Figure 1. Logic cells by family (run 1).
Scale bar: 50 microns.
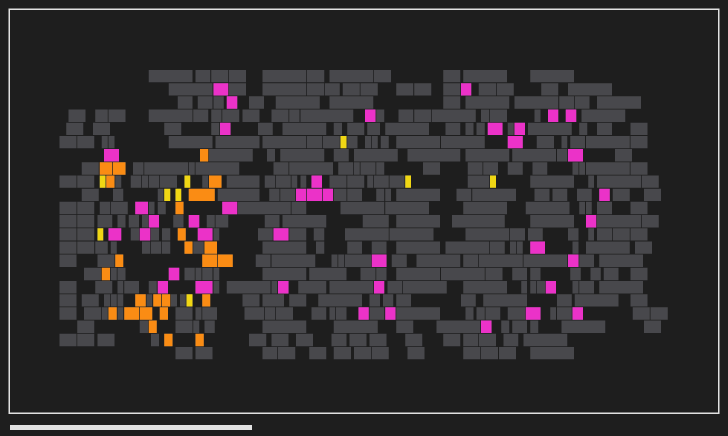
Figure 2. The clock network (run 1).
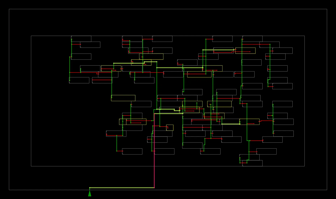
Figure 3. Floorplan with the power grid (run 1).
Pins as bars on the die edge. Tap cells in grey.
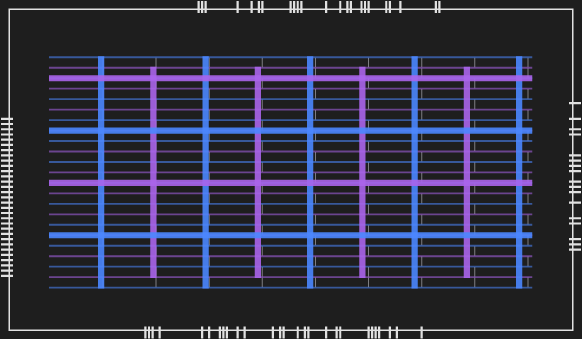
Figure 4. Placement by cell class (run 1).
Scale bar: 50 microns.
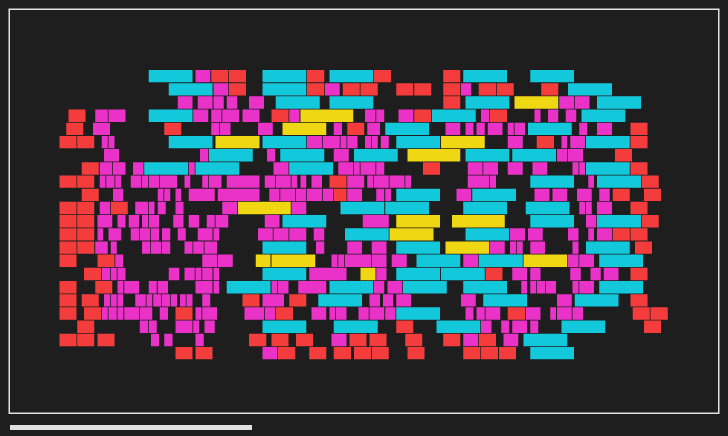
==> config.mk <==
export PLATFORM = sky130hd
export DESIGN_NAME = multicycle_ctrl
export DESIGN_NICKNAME = d
export VERILOG_FILES = /design/src/rtl/multicycle_ctrl.sv
export SDC_FILE = /design/constraint.sdc
export NUM_CORES = 1
export LEC_CHECK = 0
export ABC_CLOCK_PERIOD_IN_PS = 5070
export CAP_MARGIN = 20
export CORE_ASPECT_RATIO = 0.5
export CORE_MARGIN = 10
export CORE_UTILIZATION = 45
export DETAILED_ROUTE_END_ITERATION = 12
export PLACE_DENSITY = 0.75
export SETUP_SLACK_MARGIN = 0.1
export SKIP_LAST_GASP = 1
export SLEW_MARGIN = 20
export SYNTH_ARGS = -nofsm -noshare
export SYNTH_HDL_FRONTEND = slang
export SYNTH_SLANG_ARGS = --single-unit
==> constraint.sdc <==
create_clock -name clk -period 5.07 [get_ports clk]
set_input_delay 0.7605 -clock clk [delete_from_list [all_inputs] [get_ports clk]]
set_output_delay 0.7605 -clock clk [all_outputs]
set_load 0.01 [all_outputs]
==> flow_summary_export.csv, run 1 <==
group,metric,value,unit
power_and_ir_drop,p_clk_frac,0.435,
global_route,grt_max_degree,36,
global_route,grt-ovfl-total,0,
logic_synthesis,synth-edff-count,0,
timing,slew_headroom,0.382,
drt,ant_nets,0,
placement,dpl.cell_count,543,
clock_network,cts-root-buf,"clkbuf_16",
finish,syn_to_final_growth,39.3,%
min_path,hold-path-cell-count,1,
finish,layout.nets,465,
critical_path,rrSetupSlack,2.15,ns
run_status,status,"complete, no violations",
timing,finalMaxSlewViolations,0,
logic_synthesis,synthArstFlopShare,1.00,
critical_path,r2r_cells,6,
global_route,grt_usage,0.151,
logic_synthesis,synth-seq-cells,67,
clock_network,cts_sinks,67,
global_route,grt_pass1_wl,15500,microns
finish,seqCellArea,1680,sq um
clock_network,cts_tree,"done",
floorplan,fp_util,0.475,
clock_network,hold_buffers,0,
logic_synthesis,synth.distinct_cells,53,
drt,routed_wl,9160,microns
critical_path,critPathArrivalTime,3.35,ns
finish,logic_area,1790,sq um
clock_network,cts_max_level,3,
power_and_ir_drop,p_int,1.26,mW
floorplan,pin_count,98,
finish,diodes,0,
critical_path,critical_path_class,"primary input to output pin",
clock_network,cts_buffer_depth,2,
logic_synthesis,netlist_instances,351,
logic_synthesis,synth_seq_share,0.469,
power_and_ir_drop,p_switching,472,uW
clock_network,cts_setup_buffers,0,
placement,post-dp-hpwl,6810,microns
global_route,first_global_vias,3069,
floorplan,rows,22,
power_and_ir_drop,p_seq_frac,0.365,
finish,final_area,4980,sq um
clock_network,ctsResizeCount,0,
logic_synthesis,yosys_warnings,0,
drt,num_vias,2971,
logic_synthesis,synthFlopType,"dfrtp_1",
timing,finalSetupViolations,0,
finish,drive_above_1_share,0.0733,
floorplan,dieArea,12100,sq um
logic_synthesis,syn_avg_cell_area,10.2,sq um
power_and_ir_drop,p_sw_frac,0.273,
critical_path,cp-start-kind,"primary input",
logic_synthesis,syn_area,3570,sq um
power_and_ir_drop,power_leakage,2.12,nW
drt,vias_per_cell,5.32,
timing,rsz0062_at_grt,"false",
power_and_ir_drop,vdd_drop_max,0.187,mV
timing,max_slew.worst_pin.slew,0.926,ns
min_path,hp-class,"register to register",
timing,clock_skew,0.00718,ns
timing,period_needed,4.11,ns
logic_synthesis,synth-area-yosys,3570,sq um
timing,setup_tns,0,ns
finish,fin_cells,558,
finish,nFillCells,567,
clock_network,clkTransAtPathRegs,0.06,ns
flow_run,warnings,26,
drt,drt-wirelength-per-cell,16.4,microns
timing,min_period_over_period,0.810,
drt,first_pass_iters,6,
placement,dpl_cell_area,4610,sq um
critical_path,required,4.31,ns
power_and_ir_drop,p_per_area,347,nW/um^2
placement,globalplace.congestion,0.860,
clock_network,cts_buffers,9,
Back to the opening pictures, Figure 1:
colour	family	cells
magenta	AND and OR gates	40
orange	inverting AOI/OAI gates	25
yellow	inverters	9
most numerous logic cell after layout: clkdlybuf4s50_1
logic share of the area: 0.360

Back to the opening pictures, Figure 2:
clk pwr: 752 uW
clk_lat worst skew: 0.33 ns

Back to the opening pictures, Figure 3:
colour	net
purple	VDD
blue	VSS
signal pins	98
rows	22
tap cells	108
Vert. Die Dim: 83 microns
Die Width: 146 microns

Back to the opening pictures, Figure 4:
colour	class	cells
cyan	flip-flops	67
red	other buffers and delay cells	98
magenta	all other logic	270
yellow	clock drivers and dummy loads	15
fraction of area in registers: 0.337
Final Core Density: 0.662

-- run 1: layer usage --
metal / share of wire / up-vias / GRT usage
li1: - / 1431 / -
met1: 0.43 / 1448 / 0.172
met2: 0.49 / 84 / 0.254
met3: 0.074 / 8 / 0.0682
met4: 0.010 / 0 / 0.0359
met5: 0 / - / 0
-- run 1: cells by family (layout without fill, tap and decap cells) --
| kind of cell | count (synthesis) | in the layout | share of synthesized area |
|---|---|---|---|
| simple gates | 165 | 165 | 0.276 |
| flops | 67 | 67 | 0.469 |
| xor+xnor | 62 | 62 | 0.154 |
| compound gates | 30 | 30 | 0.0578 |
| buf+inv | 23 | 122 | 0.0294 |
| fa+ha+maj | 2 | 2 | 0.00700 |
| mux | 2 | 2 | 0.00595 |
-- run 1: power groups by stage --
stage / logic, mW / clock network (mW) / registers, mW
after global routing: 0.385 / 0.790 / 0.640
after detailed placement: 0.350 / 0 / 0.639
final: 0.347 / 0.752 / 0.630
after floorplan: 0.232 / 0 / 0.623
after global placement: 0.346 / 0 / 0.635
after CTS: 0.351 / 0.764 / 0.629
-- run 1: critical path, stage by stage --
cell and delay, ns:
clkdlybuf4s50_1 0.70, nor3_1 0.46, nand3_1 0.17, or4_1 0.49
o21ai_0 0.09, a21o_1 0.14, clkdlybuf4s50_1 0.53
-- run 1: metrics by stage --
| stage | setup WS, ns | hold WS (ns) | power [mW] |
|---|---|---|---|
| 2_1_floorplan | 2.12 | 0.508 | 0.856 |
| 3_3_place_gp | 1.11 | 0.461 | 0.981 |
| 3_5_place_dp | 1.04 | 0.476 | 0.989 |
| 4_1_cts | 1.02 | 0.486 | 1.74 |
| 5_1_grt | 0.844 | 0.506 | 1.81 |
| 6_report | 0.964 | 0.482 | 1.73 |
-- run 1: cells in the mapped netlist, drive strengths merged, types with 3 or more instances --
| cell | count | area share |
|---|---|---|
| a21oi | 7 | 0.011 |
| and3 | 20 | 0.035 |
| and4 | 9 | 0.022 |
| buf | 6 | 0.012 |
| clkbuf | 8 | 0.0084 |
| dfrtp | 67 | 0.47 |
| inv | 9 | 0.0095 |
| nand2 | 35 | 0.037 |
| nand3 | 24 | 0.041 |
| nand4 | 16 | 0.032 |
| nor2 | 19 | 0.020 |
| nor2b | 3 | 0.0053 |
| nor3 | 10 | 0.014 |
| nor3b | 4 | 0.012 |
| nor4 | 9 | 0.016 |
| nor4b | 4 | 0.018 |
| o21ai | 9 | 0.013 |
| or2 | 3 | 0.0060 |
| xnor2 | 44 | 0.11 |
| xor2 | 18 | 0.044 |
-- run 1: cell type report --
class | instances | share of cell area
clock inverter | 6 | 0.0277
inverter | 9 | 0.00679
tap | 108 | 0.0271
multi-input combinational | 261 | 0.360
clock buffer | 9 | 0.0452
timing repair buffer | 98 | 0.197
sequential | 67 | 0.337
==> inputs of run 2 (changes only) <==
- ABC_CLOCK_PERIOD_IN_PS: 5070 -> 3720
- CORE_UTILIZATION: 45 -> 44
- PLACE_DENSITY: 0.75 -> 0.76
- clock period: 5.07 -> 3.72 ns (I/O delays scaled with it)
Figure 5. Logic cells by family (run 2).
Scale bar: 50 microns.
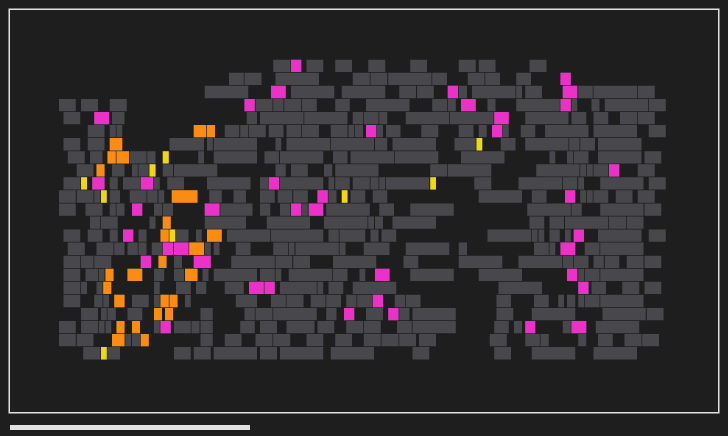
colour	family	cells
orange	inverting AOI/OAI gates	25
magenta	AND and OR gates	40
yellow	inverters	9
logic share of the area: 0.359
fin cells: 572

==> run 2 against run 1 <==
  * Sequential power is 36% higher
  * Combinational power is 44% higher
  * Flip-flop count stayed put
  * Critical path depth stayed put
  * Clock power is 6.4% higher
  * Non-clock buffer count is 9 higher
  * Count of clock-buffer cells in the layout is 2 higher
  * Via count is 0.27% lower
  * Wire length is 5.3% lower
  * Power is 25% higher
  * Hold slack worse by 0.012 ns
  * Sequential share of layout area is 0.059 points lower
==> flow_summary_export.csv, run 2 <==
group,metric,value,unit
floorplan,die_height,83.7,microns
finish,diodes,0,
logic_synthesis,synth-area-yosys,3570,sq um
logic_synthesis,synthArstFlopShare,1.00,
logic_synthesis,synth_seq_share,0.469,
critical_path,endpoint_kind,"output pin",
clock_network,cts_sinks,67,
finish,drive_above_1_share,0.0891,
logic_synthesis,synthFlopType,"dfrtp_1",
placement,dp_slack,0.393,ns
flow_run,maxCapViolCount,0,
logic_synthesis,top_area_cell,"dfrtp_1",
logic_synthesis,yosys_warnings,0,
timing,finalMaxSlewViolations,0,
timing,setup_ws,0.402,ns
critical_path,required,3.16,ns
floorplan,dieArea,12300,sq um
run_status,status,"complete, no violations",
global_route,grt_usage,0.142,
placement,globalplace.congestion,0.876,
power_and_ir_drop,power_leakage,2.14,nW
critical_path,r2r_cells,6,
finish,layout.nets,474,
timing,setup_tns,0,ns
logic_synthesis,synth-seq-cells,67,
global_route,grt-ovfl-total,0,
clock_network,cts_setup_buffers,0,
critical_path,rrSetupSlack,1.35,ns
min_path,hp-class,"register to register",
timing,whs,0.469,ns
finish,most-common-layout-cells,"97 x clkdlybuf4s50_1, 67 x dfrtp_1, 43 x xnor2_1",
timing,fmax,301,MHz
power_and_ir_drop,p_per_area,433,nW/um^2
drt,first_pass_iters,4,
global_route,grt_max_degree,68,
floorplan,fp_util,0.450,
clock_network,cts_buffers,9,
timing,clock_skew,0.00402,ns
critical_path,critical_path_class,"primary input to output pin",
drt,ant_nets,0,
critical_path,critPathMaxFanout,3,
clock_network,cts_tree,"done",
finish,syn_to_final_growth,39.6,%
clock_network,cts_max_level,3,
timing,max_slew.worst_pin.slew,0.485,ns
placement,dpl.cell_count,556,
critical_path,critPathArrivalTime,2.76,ns
timing,rsz0062_at_grt,"false",
logic_synthesis,yosysMostFrequentCell,"dfrtp_1",
power_and_ir_drop,vdd_drop_max,0.270,mV
min_path,hold-path-cell-count,1,
timing,finalSetupViolations,0,
logic_synthesis,syn_area,3570,sq um
clock_network,cts_buffer_depth,2,
logic_synthesis,syn_avg_cell_area,10.2,sq um
drt,vias_per_cell,5.18,
finish,nFillCells,685,
logic_synthesis,synth-edff-count,0,
finish,layout_top_cell,"clkdlybuf4s50_1",
timing,min_period_over_period,0.892,
timing,period_needed,3.32,ns
clock_network,clkTransAtPathRegs,0.05,ns
drt,drt-wirelength-per-cell,15.2,microns
logic_synthesis,area_leaders,"dfrtp_1 47%, xnor2_1 11%, xor2_1 4.4%, nand2_1 3.6%, and3_1 3.5%",
power_and_ir_drop,total_power,2.16,mW
global_route,grt_pass1_wl,15000,microns
critical_path,cp-start-kind,"primary input",
clock_network,ctsResizeCount,0,
logic_synthesis,synth.distinct_cells,53,
drt,num_vias,2963,
clock_network,insertion_delay,0.31,ns
global_route,first_global_vias,3022,
placement,post-dp-hpwl,6480,microns
floorplan,die_width,147,microns
clock_network,cts-root-buf,"clkbuf_16",
floorplan,pin_count,98,
logic_synthesis,syn_nets,370,
logic_synthesis,common_cells,"67 x dfrtp_1, 43 x xnor2_1, 34 x nand2_1, 20 x and3_1",
timing,slew_headroom,0.674,
clock_network,hold_buffers,0,
flow_run,warnings,26,
logic_synthesis,netlist_instances,351,
logic_synthesis,top_cell_area_share,0.469,
drt,routed_wl,8670,microns
Figure 6. Placement by cell class (run 2).
Scale bar: 50 microns.
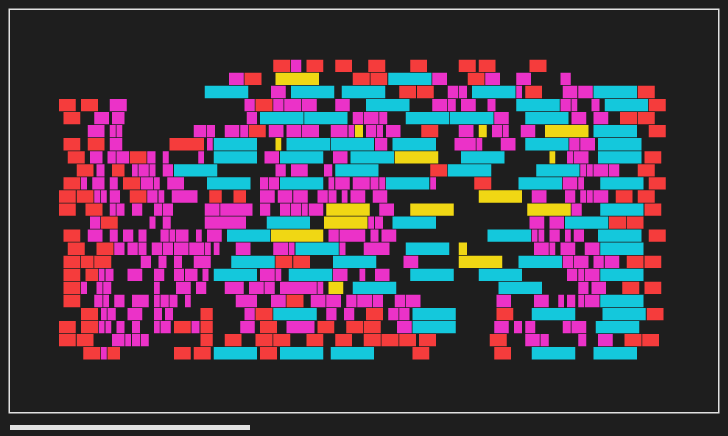
colour	class	cells
yellow	clock drivers and dummy loads	16
magenta	all other logic	270
red	other buffers and delay cells	107
cyan	flip-flops	67
Final Core Density: 0.628
row cnt: 23
Core Region: 7940 sq um

-- run 2: cell counts after synthesis --
Identical to the previous run, type by type.
-- run 2: critical path, cell delays in order --
cell and delay, ns:
clkdlybuf4s50_1 0.42, nor3_1 0.36, nand3_1 0.19, or4_1 0.48
o21ai_0 0.08, a21o_1 0.13, clkdlybuf4s50_1 0.54
-- run 2: layout make-up --
type | instances | area (sq um) | share of cell area
multi-input combinational | 261 | 1790 | 0.359
sequential | 67 | 1680 | 0.336
timing repair buffer | 107 | 1060 | 0.212
clock buffer | 11 | 233 | 0.0467
tap | 112 | 140 | 0.0281
clock inverter | 5 | 53.8 | 0.0108
inverter | 9 | 33.8 | 0.00678
-- run 2: cells by family (layout without fill, tap and decap cells) --
logic type | Yosys count | count (layout) | share of synthesized area
mux | 2 | 2 | 0.00595
simple gates | 165 | 165 | 0.276
flops | 67 | 67 | 0.469
compound gates | 30 | 30 | 0.0578
buf+inv | 23 | 132 | 0.0294
fa+ha+maj | 2 | 2 | 0.00700
xor+xnor | 62 | 62 | 0.154
-- run 2: power by group --
part / total [mW] / leakage [nW] / switching (mW) / internal (mW)
logic: 0.501 / 1.09 / 0.262 / 0.239
clock network: 0.800 / 0.143 / 0.284 / 0.516
registers: 0.856 / 0.902 / 0.0802 / 0.776
-- run 2: through the flow --
step,utilization,cell area (sq um)
floorplan,-,3570
global placement,0.592,4700
detailed placement,0.592,4700
CTS,0.628,4990
global route,0.628,4990
finish,0.628,4990
-- run 2: routing by layer --
metal,GRT usage,wire (microns),vias up
li1,-,-,1453
met4,0.0501,117,0
met1,0.165,3780,1424
met3,0.0525,568,9
met5,0,0,-
met2,0.238,4210,77
No activity file was given, so power comes from the tool's default toggle rates.
